[src/rtl/ssd_capture.sv]
// Receive-side decoder for a multiplexed two-digit seven-segment bus: waits for each
// digit to settle, decodes it back to a nibble and reassembles the displayed byte.
module ssd_capture #(
  parameter int unsigned min_stable_p = 16,
  parameter bit          active_low_p = 1'b1
) (
  input  logic       clk_i,
  input  logic       reset_i,
  input  logic [7:0] ssd_i,
  output logic [7:0] value_o,
  output logic       valid_o,
  output logic       change_o,
  output logic       error_o
);

  localparam int unsigned CntW = (min_stable_p < 1) ? 1 : $clog2(min_stable_p + 1);
  localparam logic [CntW-1:0] CntMax = CntW'(min_stable_p);

  typedef enum logic {
    SETTLE = 1'b0,
    HOLD   = 1'b1
  } state_e;

  state_e            state_q, state_d;
  logic [7:0]        s_q;
  logic [CntW-1:0]   count_q, count_d;
  logic [3:0]        hi_q, hi_d, lo_q, lo_d;
  logic              hi_seen_q, hi_seen_d, lo_seen_q, lo_seen_d;
  logic              first_q, first_d;
  logic [7:0]        value_q, value_d;
  logic              valid_q, valid_d;
  logic              change_q, change_d;
  logic              error_q, error_d;

  logic              same_c;
  logic              capture_c;
  logic [6:0]        seg_c;
  logic [4:0]        dec_c;
  logic              is_lo_c;
  logic              other_seen_c;
  logic [7:0]        pair_c;

  // Returns {valid, nibble} for an active-high gfedcba pattern.
  function automatic logic [4:0] decode(input logic [6:0] seg);
    logic [4:0] r;
    case (seg)
      7'h3F:   r = {1'b1, 4'h0};
      7'h06:   r = {1'b1, 4'h1};
      7'h5B:   r = {1'b1, 4'h2};
      7'h4F:   r = {1'b1, 4'h3};
      7'h66:   r = {1'b1, 4'h4};
      7'h6D:   r = {1'b1, 4'h5};
      7'h7D:   r = {1'b1, 4'h6};
      7'h07:   r = {1'b1, 4'h7};
      7'h7F:   r = {1'b1, 4'h8};
      7'h6F:   r = {1'b1, 4'h9};
      7'h77:   r = {1'b1, 4'hA};
      7'h7C:   r = {1'b1, 4'hB};
      7'h39:   r = {1'b1, 4'hC};
      7'h5E:   r = {1'b1, 4'hD};
      7'h79:   r = {1'b1, 4'hE};
      7'h71:   r = {1'b1, 4'hF};
      default: r = 5'b0_0000;
    endcase
    return r;
  endfunction

  assign same_c    = (ssd_i == s_q);
  assign seg_c     = active_low_p ? ~s_q[6:0] : s_q[6:0];
  assign dec_c     = decode(seg_c);
  assign is_lo_c   = s_q[7];
  assign capture_c = (state_q == SETTLE) && (count_q == CntMax) && same_c;

  always_ff @(posedge clk_i or posedge reset_i) begin
    if (reset_i) begin
      state_q <= SETTLE;
    end else begin
      state_q <= state_d;
    end
  end

  // Any bus change restarts settling; a capture parks us until the next change.
  always_comb begin
    state_d = state_q;
    if (!same_c) begin
      state_d = SETTLE;
    end else if (capture_c) begin
      state_d = HOLD;
    end
  end

  always_comb begin
    count_d      = count_q;
    hi_d         = hi_q;
    lo_d         = lo_q;
    hi_seen_d    = hi_seen_q;
    lo_seen_d    = lo_seen_q;
    first_d      = first_q;
    value_d      = value_q;
    valid_d      = 1'b0;
    change_d     = 1'b0;
    error_d      = 1'b0;
    other_seen_c = is_lo_c ? hi_seen_q : lo_seen_q;
    pair_c       = is_lo_c ? {hi_q, dec_c[3:0]} : {dec_c[3:0], lo_q};

    if (!same_c) begin
      count_d = CntW'(1);
    end else if (count_q != CntMax) begin
      count_d = count_q + CntW'(1);
    end

    if (capture_c) begin
      if (!dec_c[4]) begin
        error_d = 1'b1;
        if (is_lo_c) lo_seen_d = 1'b0;
        else         hi_seen_d = 1'b0;
      end else begin
        if (is_lo_c) lo_d = dec_c[3:0];
        else         hi_d = dec_c[3:0];
        // Second digit of a pair publishes the byte and starts a fresh pair.
        if (other_seen_c) begin
          value_d   = pair_c;
          valid_d   = 1'b1;
          change_d  = (pair_c != value_q) | first_q;
          first_d   = 1'b0;
          hi_seen_d = 1'b0;
          lo_seen_d = 1'b0;
        end else if (is_lo_c) begin
          lo_seen_d = 1'b1;
        end else begin
          hi_seen_d = 1'b1;
        end
      end
    end
  end

  always_ff @(posedge clk_i or posedge reset_i) begin
    if (reset_i) begin
      s_q       <= 8'h00;
      count_q   <= '0;
      hi_q      <= 4'h0;
      lo_q      <= 4'h0;
      hi_seen_q <= 1'b0;
      lo_seen_q <= 1'b0;
      first_q   <= 1'b1;
      value_q   <= 8'h00;
      valid_q   <= 1'b0;
      change_q  <= 1'b0;
      error_q   <= 1'b0;
    end else begin
      s_q       <= ssd_i;
      count_q   <= count_d;
      hi_q      <= hi_d;
      lo_q      <= lo_d;
      hi_seen_q <= hi_seen_d;
      lo_seen_q <= lo_seen_d;
      first_q   <= first_d;
      value_q   <= value_d;
      valid_q   <= valid_d;
      change_q  <= change_d;
      error_q   <= error_d;
    end
  end

  assign value_o  = value_q;
  assign valid_o  = valid_q;
  assign change_o = change_q;
  assign error_o  = error_q;

endmodule

[config.mk]
export PLATFORM = sky130hd
export DESIGN_NAME = ssd_capture
export DESIGN_NICKNAME = d
export VERILOG_FILES = /design/src/rtl/ssd_capture.sv
export SDC_FILE = /design/constraint.sdc
export NUM_CORES = 1
export LEC_CHECK = 0
export CAP_MARGIN = 20
export CORE_MARGIN = 3
export CORE_UTILIZATION = 59
export DETAILED_ROUTE_END_ITERATION = 8
export GPL_TIMING_DRIVEN = 0
export HOLD_SLACK_MARGIN = 0.02
export MAX_ROUTING_LAYER = met4
export PLACE_DENSITY_LB_ADDON = 0.15
export SLEW_MARGIN = 0
export SYNTH_ARGS = -nofsm -noshare
export SYNTH_HDL_FRONTEND = slang
export SYNTH_SLANG_ARGS = --single-unit
[constraint.sdc]
create_clock -name clk_i -period 5.8 [get_ports clk_i]
set_clock_uncertainty 0.2 [all_clocks]
set_input_delay 1.16 -clock clk_i [delete_from_list [all_inputs] [get_ports clk_i]]
set_output_delay 1.16 -clock clk_i [all_outputs]
set_load 0.1 [all_outputs]
==> COMMIT_EDITMSG, run 1 <==
Refresh implementation metrics

- Clock tree from TritonCTS: built
* Number of enable-type register cells in the synthesized netlist: 0
- Total power of the final layout: approximately 0.5 mW
- For this design, the CTS-stage hold fixing added 0 buffers.
* Top cells by count, synth: sky130_fd_sc_hd__dfrtp_1 (35), sky130_fd_sc_hd__nor2_1 (13), sky130_fd_sc_hd__mux2_1 (11), sky130_fd_sc_hd__xnor2_1 (11), sky130_fd_sc_hd__xor2_1 (11)
- In this run the tools logged warnings totalling 27.
- The first global-routing pass estimated ~8.6 mm of wire.
- Summed over all routing layers, the global router reports a total usage of between 20% and 30%.
* Antenna Cells: 0
- Antenna Nets Post-Route: 0
- Outcome: completed
* Number of pins exceeding their max-slew limit in the final report: 0
* Register area share after synthesis: between 30% and 40%
* Cell Area, Placed: between 2000 and 3000 µm²
* Worst Path Arrival: 3.26 ns
- Area enclosed by the die boundary: around 4700 µm²
* Met3 routed wirelength: 296 µm
- Cycle use final: 56.9%
* Port bufs: 20
- Per the OpenROAD floorplan log, the width of the die is slightly below 70 µm.
- Initial DRT Pass Iterations: 4
- The first routing iteration left around 210 violations.
* Worst Max-Slew Pin Slew: about 1 ns
- Largest cells by area: sky130_fd_sc_hd__dfrtp_1 (38%), sky130_fd_sc_hd__mux2_1 (5.3%), sky130_fd_sc_hd__xnor2_1 (4.1%), sky130_fd_sc_hd__xor2_1 (4.1%), sky130_fd_sc_hd__mux2i_1 (3.4%)
* Number of remaining DRC errors: 0
- Yosys cell count: ~210
* Final period demand of the worst path: 3.30 ns
- Data on the critical path is required at its endpoint by around 5.8 ns.
- With fillers left out, the area of the finished cells amounts to between 2000 and 3000 µm².
- The synthesized design devotes to its leading area cell type between 30% and 40% of total area.
* Static power due to leakage: about 1.2 nW
- Per the detail_route log, the uppermost layer with routed signals is met4.
- Number of top-level pins: 21
* Yosys stat area: between 2000 and 2500 µm²
* Layout area overhead: 16.2%
* Length of routed met2 wiring: about 2.6 mm
- Critical-path cell list: clkdlybuf4s50_1 > xor2_1 > nor4_4 > nand4b_4 > nand2b_4 > nor2_8 > mux2_1
* Final setup fails: 0
* TritonCTS Buffers: 5
- Of all cell types, the one taking the most synthesized area is sky130_fd_sc_hd__dfrtp_1.
* Nets: about 250
- The number of antenna violations at the first check in global routing was 0.
==> run 1: through the flow <==
stage | setup slack (ns) | instances
finish | 2.50 | 287
global route | 2.33 | 287
detailed placement | 2.17 | 279
CTS | 2.47 | 287
floorplan | 2.90 | 210
global placement | 2.25 | 278
==> run 1: path summary, 6_finish.rpt <==
path / start / to / slack, ns / cells after the start
hold reg to reg: first_q / first_q / 0.31 / 1
setup / recovery: ssd_i[1] / value_o[4] / 2.50 / 7
max in group asynchronous: reset_i / first_q / 3.75 / 3
min in group asynchronous: reset_i / count_q[2] / 1.04 / 2
hold / removal: first_q / first_q / 0.31 / 1
setup reg to reg: s_q[4] / hi_q[1] / 3.13 / 7
==> run 1: layout make-up <==
cell class	count	area [µm²]	area share [%]
Tap cell	48	60.1	2.22
Buffer	13	105	3.88
Inverter	10	37.5	1.39
Sequential cell	36	902	33.3
Clock buffer	8	90.1	3.32
Multi-Input combinational cell	151	1290	47.5
Timing Repair Buffer	21	228	8.40
==> run 1: placed cells by master, fill, tap and decap left out, types with 3 or more instances in the layout <==
cell type	instances
sky130_fd_sc_hd__dfrtp_1	35
sky130_fd_sc_hd__clkdlybuf4s50_1	20
sky130_fd_sc_hd__nor2_1	13
sky130_fd_sc_hd__xor2_1	11
sky130_fd_sc_hd__xnor2_1	11
sky130_fd_sc_hd__mux2_1	11
sky130_fd_sc_hd__inv_1	9
sky130_fd_sc_hd__o21ai_0	8
sky130_fd_sc_hd__mux2i_1	8
sky130_fd_sc_hd__clkbuf_8	7
sky130_fd_sc_hd__nand2_1	6
sky130_fd_sc_hd__clkbuf_1	5
sky130_fd_sc_hd__a21oi_1	5
sky130_fd_sc_hd__nor3_1	5
sky130_fd_sc_hd__buf_4	4
sky130_fd_sc_hd__nand3_1	4
sky130_fd_sc_hd__o32ai_1	3
sky130_fd_sc_hd__a31oi_1	3
==> run 1: where the power goes <==
group	switching [mW]	leakage (nW)	internal, mW
Combinational	0.0398	0.668	0.0307
Clock	0.0860	0.0455	0.0969
Sequential	0.00377	0.450	0.254
Total	0.130	1.16	0.382
==> run 1: kinds of logic (layout without fill, tap and decap cells) <==
family	after synthesis	in the layout	share of synthesized area, %
buf+inv	23	52	6.12
simple gates	61	61	20.2
mux	21	21	9.71
compound gates	45	45	16.0
flops	36	36	38.7
xor+xnor	22	22	8.26
fa+ha+maj	2	2	1.07
==> run 1: per-layer routing <==
layer	GRT usage, %	vias to the layer above
met5	-	-
met4	8.27	0
met3	5.19	7
met2	40.2	69
met1	32.8	875
li1	-	832
==> run 1: sequential cells by signal, indices dropped and copies added, names as in the netlist <==
register / flops
error_o: 1
change_o: 1
hi_seen_q: 1
s_q: 8
hi_q: 4
first_q: 1
value_o: 8
lo_seen_q: 1
state_q: 1
valid_o: 1
count_q: 5
lo_q: 4
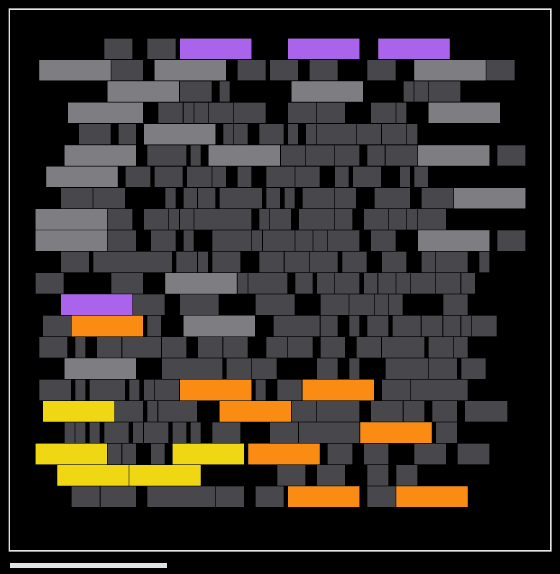
*Register map, names as in the netlist, run 1*
The bar under the picture is 20 µm long.
[`hi_q`] purple | placed flops: 4
[`count_q`] yellow | placed flops: 5 | where: lower left
[`s_q`] orange | placed flops: 8

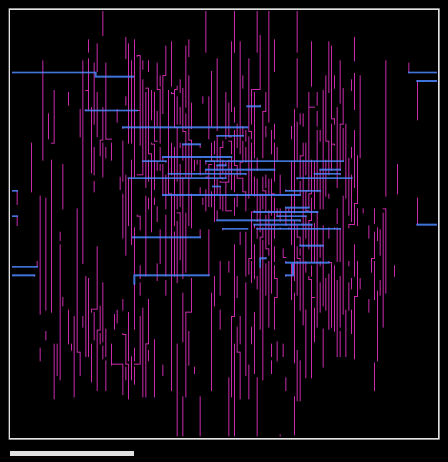
*Wiring by layer, run 1*
The bar under the picture is 20 µm long. Two of the layers only.
[metal 3] blue | wire length: 297 µm
[metal 2] magenta | wire length: 2550 µm

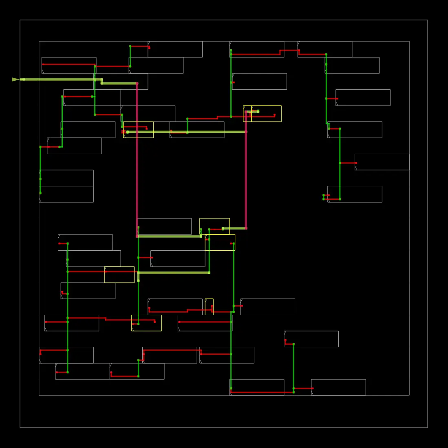
*Clock wiring as the flow saved it, run 1*
TritonCTS sink count: 36
Layout clock buffers: 8
clock distribution power: 0.183 mW
seq_cells: 36
later-pin clock latency in the skew report: 0.29 ns

==> run 2: changes to the inputs <==
--- a/config.mk
+++ b/config.mk
@@ -7,7 +7,7 @@
 export LEC_CHECK = 0
 export CAP_MARGIN = 20
 export CORE_MARGIN = 3
-export CORE_UTILIZATION = 59
+export CORE_UTILIZATION = 52
 export DETAILED_ROUTE_END_ITERATION = 8
 export GPL_TIMING_DRIVEN = 0
 export HOLD_SLACK_MARGIN = 0.02
==> constraint.sdc (replaced) <==
create_clock -name clk_i -period 2.8 [get_ports clk_i]
set_clock_uncertainty 0.2 [all_clocks]
set_input_delay 0.56 -clock clk_i [delete_from_list [all_inputs] [get_ports clk_i]]
set_output_delay 0.56 -clock clk_i [all_outputs]
set_load 0.1 [all_outputs]
==> run 2 against run 1 <==
  * Non-clock buffer count grew 1
  * First-iteration DRC count up 13%
  * Core utilization fell by 7.2 points
  * Synthesized cell count is the same
  * Die size rose by 12%
  * Clock power is 100% higher
  * Via count shrank 3.0%
  * Sequential power grew 110%
  * Critical endpoint is now value_o[3]
  * Largest cell class unchanged
  * Largest power group unchanged
==> COMMIT_EDITMSG, run 2 <==
Refresh implementation metrics

- Maximum clock frequency: 373 MHz
- Horizontal extent of the die: 73.0 µm (was 68.9 µm)
- Top logic cell by instance count in the layout: sky130_fd_sc_hd__dfrtp_1 (unchanged)
* Number of DRC violations after detailed-routing iteration 0: 232 (was 205)
* Final setup fails: 0 (unchanged)
- The total of buffers placed on input and output ports was 20 (unchanged).
* Static power due to leakage: 1.17 nW (was 1.16 nW)
* Detailed-route via count: 1729 (was 1783)
- The synthesized instance count was 210 (unchanged).
- Internal power: 0.791 mW (was 0.382 mW)
* Clock tree from TritonCTS: built (unchanged)
- The overall power is 1.05 mW (was 0.511 mW).
* Worst Max-Slew Pin Slew: 0.971 ns (was 0.975 ns)
- Worst Path Arrival: 1.92 ns (was 3.26 ns)
- TritonCTS Buffers: 5 (unchanged)
- The sequential area share after synthesis is 38.7% (unchanged).
* Final period demand of the worst path: 2.68 ns
- Portion of total power attributed to sequential cells: 50.7% (was 50.4%)
- Net Sw Power: 0.262 mW (was 0.130 mW)
- Commonest cells after routing, fill and taps aside: sky130_fd_sc_hd__dfrtp_1 (35), sky130_fd_sc_hd__clkdlybuf4s50_1 (20), sky130_fd_sc_hd__nor2_1 (13) (unchanged)
- The number of detailed-route iterations in the first pass came to 4 (unchanged).
- Initial antenna violation count: 0 (unchanged)
- The number of antenna cells inserted was 0 (unchanged).
- The cell total in the yosys stat output is 210 (unchanged).
- The antenna violation net count after detailed routing came to 0 (unchanged).
- The part of the total power dissipated in the clock network came to 35.3% (was 35.8%).
- Outcome: completed (unchanged).
* Tool warning count: 27 (unchanged)
* Later-pin clock latency in the skew report: 0.28 ns (was 0.29 ns)
- Number of pins exceeding their max-slew limit in the final report: 0 (unchanged)
* TritonCTS sink count: 36 (unchanged)
* Area enclosed by the die boundary: 5320 µm² (was 4740 µm²)
* Tot GR Track Use: 21.3% (was 25.4%)
- Top cells by count, synth: sky130_fd_sc_hd__dfrtp_1 (35), sky130_fd_sc_hd__nor2_1 (13), sky130_fd_sc_hd__mux2_1 (11), sky130_fd_sc_hd__xnor2_1 (11), sky130_fd_sc_hd__xor2_1 (11) (unchanged).
* Final HPWL DP: 3.57 mm (was 3.79 mm)
- Largest cells by area: sky130_fd_sc_hd__dfrtp_1 (38%), sky130_fd_sc_hd__mux2_1 (5.3%), sky130_fd_sc_hd__xnor2_1 (4.1%), sky130_fd_sc_hd__xor2_1 (4.1%), sky130_fd_sc_hd__mux2i_1 (3.4%) (unchanged).
- Dividing the final minimum period by the clock period gives between 90% and 100%.
- Critical-path cell list: clkdlybuf4s50_1 (was clkdlybuf4s50_1 > xor2_1 > nor4_4 > nand4b_4 > nand2b_4 > nor2_8 > mux2_1)
* Cell taking the most area after synthesis: sky130_fd_sc_hd__dfrtp_1 (unchanged)
- The most numerous cell in the Yosys netlist was sky130_fd_sc_hd__dfrtp_1 (unchanged).
- The area overhead of the layout relative to synthesis came to 16.6% (was 16.2%).
- The net count reported at finish came to 251 (was 250).
* Global-route wire length before repair: 8.32 mm (was 8.63 mm)
- The number of filler cells placed in the layout came to 367 (was 303).
- The top-level I/O count is 21 (unchanged).
## run 2: cell count changes in the layout (fill, tap and decap cells not counted), sizes merged
cell,delta
buf,+1
## run 2: metal layers
layer	global-route usage, %	part of all wire, %	up-vias
li1	-	-	832
met4	7.38	1.2	0
met1	30.3	47	844
met2	29.9	47	48
met5	-	0	-
met3	4.68	5.0	5
## run 2: path summary, 6_finish.rpt
check	cells after the start	slack, ns	startpoint	end
setup / recovery	1	0.12	value_o[3]	value_o[3]
hold / removal	1	0.30	hi_seen_q	lo_seen_q
setup reg to reg	7	0.17	s_q[0]	change_o
hold reg to reg	1	0.30	hi_seen_q	lo_seen_q
max in group asynchronous	3	1.28	reset_i	first_q
min in group asynchronous	2	0.50	reset_i	hi_seen_q
## run 2: power groups by stage
stage               Clock [mW]  Sequential, mW  Combinational, mW
finish                   0.372           0.534              0.148
detailed placement           0           0.543              0.147
global route             0.417           0.534              0.162
CTS                      0.390           0.533              0.148
floorplan                    0           0.541              0.106
global placement             0           0.543              0.140
## run 2: area by class of cell
cell class	instances	area (µm²)	area share, %
buffer	13	105	3.86
timing repair buffer	22	235	8.65
multi-input combinational	151	1290	47.3
sequential	36	902	33.2
inverter	10	37.5	1.38
clock buffer	8	90.1	3.31
tap	50	62.6	2.30
## run 2: cell families after synthesis
group	share of synthesized area [%]
XOR/XNOR	8.26
multiplexers	9.71
adder cells (fa/ha/maj)	1.07
buffers and inverters	6.12
flip-flops	38.7
AND-OR/OR-AND	16.0
AND/OR/NAND/NOR	20.2
## run 2: metrics by stage
stage	instance area [µm²]	setup WS (ns)	std cells	hold slack, ns
3_3_place_gp	2590	-0.159	280	0.280
3_5_place_dp	2620	-0.234	281	0.288
6_report	2720	0.119	290	0.301
5_1_grt	2720	0.00584	290	0.327
4_1_cts	2710	0.0754	289	0.304
2_1_floorplan	2330	0.340	210	0.259
## run 2: worst reg2reg max path, stage by stage, from the launching register on
cell and delay [ns]:
sky130_fd_sc_hd__dfrtp_1 0.44, sky130_fd_sc_hd__buf_4 0.21, sky130_fd_sc_hd__a32oi_1 0.36, sky130_fd_sc_hd__o22ai_1 0.23
sky130_fd_sc_hd__o2111ai_1 0.29, sky130_fd_sc_hd__o211ai_1 0.14, sky130_fd_sc_hd__a221o_1 0.34, sky130_fd_sc_hd__a311oi_2 0.32
## run 2: what timing repair did
item / in CTS / in global routing
setup endpoints to repair: 0 / 4
resized: 0 / 0
setup buffers: 0 / 1
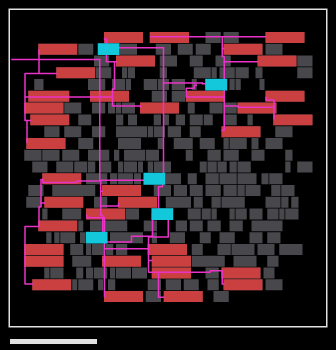
*Clock wires, drivers and flops, run 2*
The bar under the picture is 20 µm long.
[clock drivers] cyan | count: 5
[clock wires] magenta | length: 461 µm
[flip-flops] red | count: 36
flops lie: spread over the die
routed clock nets: 6

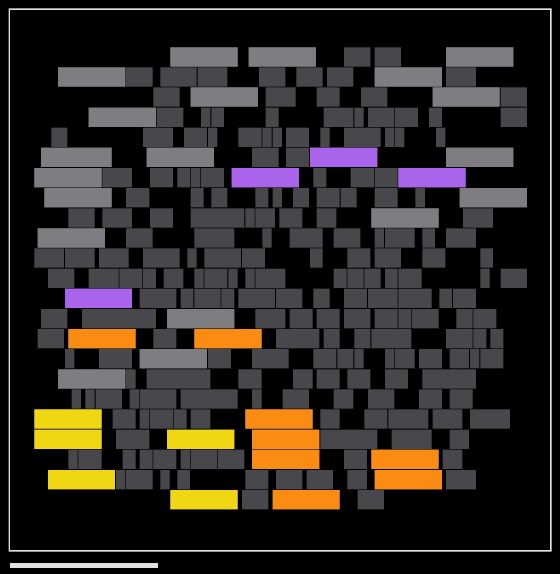
*Register map, names as in the netlist, run 2*
The bar under the picture is 20 µm long.
[`hi_q`] purple | placed flops: 4
[`count_q`] yellow | placed flops: 5 | where: lower left
[`s_q`] orange | placed flops: 8 | where: bottom centre
not coloured: 19

Power and IR drop assume default switching activity.
